Track usage over the die:
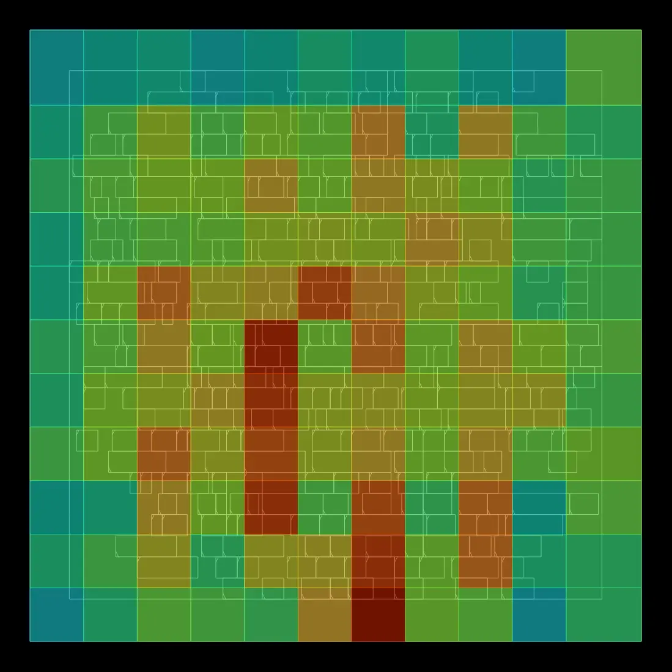
Routed clock nets over the placement:
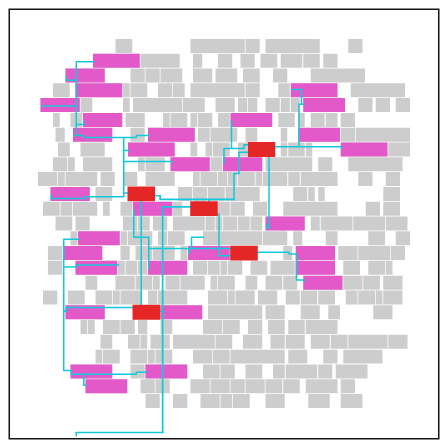
Design jtpang_vtiming_flat, sky130hd; sources not shown.
==> impl_report.txt <==
PHYSICAL IMPLEMENTATION REPORT
----------------------------------------------------
[GRT]
  Vias in the first global route ........................ about 1800
  Global-route total usage across every layer ........................ about 17%
  Wire length of the first global-routing pass ........................ ~8500 um
  Fraction of met3 tracks used by global routing ........................ around 3.6%
  Largest net degree at the start of global routing ........................ 18

[Critical path]
  Maximum single-stage delay on the critical path ........................ 360 ps
  Type of element capturing the critical path ........................ output port
  Worst path slowest cell ........................ sky130_fd_sc_hd__dfxtp_4
  Family of cells with the greatest summed delay on the critical path ........................ flip-flops
  Slack of the worst reg-to-reg path ........................ approximately 60 ps
  Kind of start point of the critical path ........................ flop
  Number of cells on the critical path ........................ 4
  Worst EP arrival ........................ roughly 1100 ps
  Ordered cell list for the critical path ........................ buf_6 > buf_6 > xor2_4 > buf_6
  Length in cells of the worst reg-to-reg path ........................ 8

[Clock tree]
  Clk sink count ........................ 31
  Post-CTS setup-driven buffer insertion count ........................ 0
  Depth of the CTS H-tree ........................ 2
  Clock transition at the registers of the reported paths ........................ approximately 70 ps
  Clk root buf ........................ sky130_fd_sc_hd__clkbuf_8
  Clock tree from TritonCTS ........................ done

[Detailed routing]
  Routed length on met1 ........................ 2240 um
  Top routing layer in use ........................ met4
  Number of remaining DRC errors ........................ 0
  Number of DRC markers after the initial detailed-route iteration ........................ slightly below 100
  Routed Antenna Nets ........................ 0
  Number of detailed-route iterations in the first pass ........................ 4
  Via count ........................ roughly 1800
  Via-to-Cell Ratio ........................ ~5.0

[STA]
  Setup tns final ........................ 0 ps
  Final critical delay including setup and external delays ........................ 1640 ps
  Pins Over Slew Limit ........................ 0
  Unrepaired setup endpoints after global routing ........................ yes
  Count of final setup violators ........................ 0
  Slew at the pin closest to its max-slew limit ........................ roughly 440 ps

[Cells and area]
  Most frequent logic cell in the layout ........................ sky130_fd_sc_hd__buf_4
  Layout area overhead ........................ 66.8%
  Multi-input gate share of total cell area ........................ between 40% and 50%
  Total area of sequential cells ........................ around 660 um^2
  Layout cells sized above 1 ........................ around two fifths
  Cell class with the largest area share ........................ multi-input combinational cells
  Final non-filler cell total ........................ 359
  Number of nets in the finished design ........................ roughly 340
  Leading cell types in the layout, fill and taps excluded ........................ 51 x sky130_fd_sc_hd__buf_4, 25 x sky130_fd_sc_hd__xnor2_1, 23 x sky130_fd_sc_hd__clkdlybuf4s50_1
  Number of inserted filler cells in the final layout ........................ approximately 370
  Multi-input gate area ........................ roughly 1500 um^2
  Clock tree cell share of total cell area ........................ roughly 3.3%
  Final-layout clock buffer total ........................ 5
  Non-clk bufs ........................ around 100

[Die]
  Horiz. Die Dim ........................ slightly below 80 um
  I/O pin count ........................ around 69
  Num rows ........................ 25

[Synth]
  Share of async-settable or async-resettable flops after synthesis ........................ 0%
  Post-synthesis net count ........................ ~250
  Primary flip-flop cell chosen by synthesis mapping ........................ sky130_fd_sc_hd__dfxtp_1
  Largest combinational cell category by area ........................ simple AND/OR/NAND/NOR gates
  Top cells by count, synth ........................ 31 x sky130_fd_sc_hd__dfxtp_1, 25 x sky130_fd_sc_hd__xnor2_1, 24 x sky130_fd_sc_hd__xor2_1, 23 x sky130_fd_sc_hd__nor2_1
  Simple-gate share of the synthesized area ........................ about a quarter
  Adder share ........................ between 4 and 5%
  AND-OR/OR-AND Cells, Area Fraction ........................ a little under 8%
  Warnings, synthesis ........................ 0
  Distinct lib cells ........................ slightly above 40
  Seq/Total Area, Yosys ........................ 32.1%

[Pwr]
  Part of the power in registers ........................ 36.5%
  Power dissipated in combinational cells ........................ around 750 uW
  Overall Power ........................ roughly 2.3 mW
  Power density normalized to cell area ........................ slightly above 700 nW/um^2
  Leakage Power ........................ approximately 1.3 nW
  Peak ir drop on the vdd network ........................ between 0.8 and 0.9 mV
  Net Switching ........................ a little under 700 uW
  Sequential Power ........................ about 840 uW

[Status]
  Run status ........................ complete, no violations

[Min path]
  Path category of the worst min-delay check ........................ flop to flop
  Depth of the worst hold-timing path ........................ 2

[Placement]
  Routability cong. ........................ 0.778
  Final HPWL DP ........................ around 4000 um
  Number of placed instances with taps included ........................ roughly 350

[Run]
  Count of warning messages emitted by the tools ........................ 30
  Max-capacitance violation count ........................ 0

----------------------------------------------------
## Picture notes: 'track usage over the die'
Most Used Layer, Global Route: met2
global routing met1 resource utilization: 21.0%
M2 GR Usage: 29.7%
share of the core filled with cells: 69.2%

## Picture notes: 'routed clock nets over the placement'
Key: magenta = flip-flops [count 31]; red = clock-net drivers [count 5]; cyan = clock wires [length 405 um]
There are 6 routed clock nets.
Clk pwr share: 31.2%
power in the clock group: 719 uW
Clock Skews: 3.96 ps
Clk Latency, worst-skew pair: 280 ps

Power and IR drop assume default switching activity.
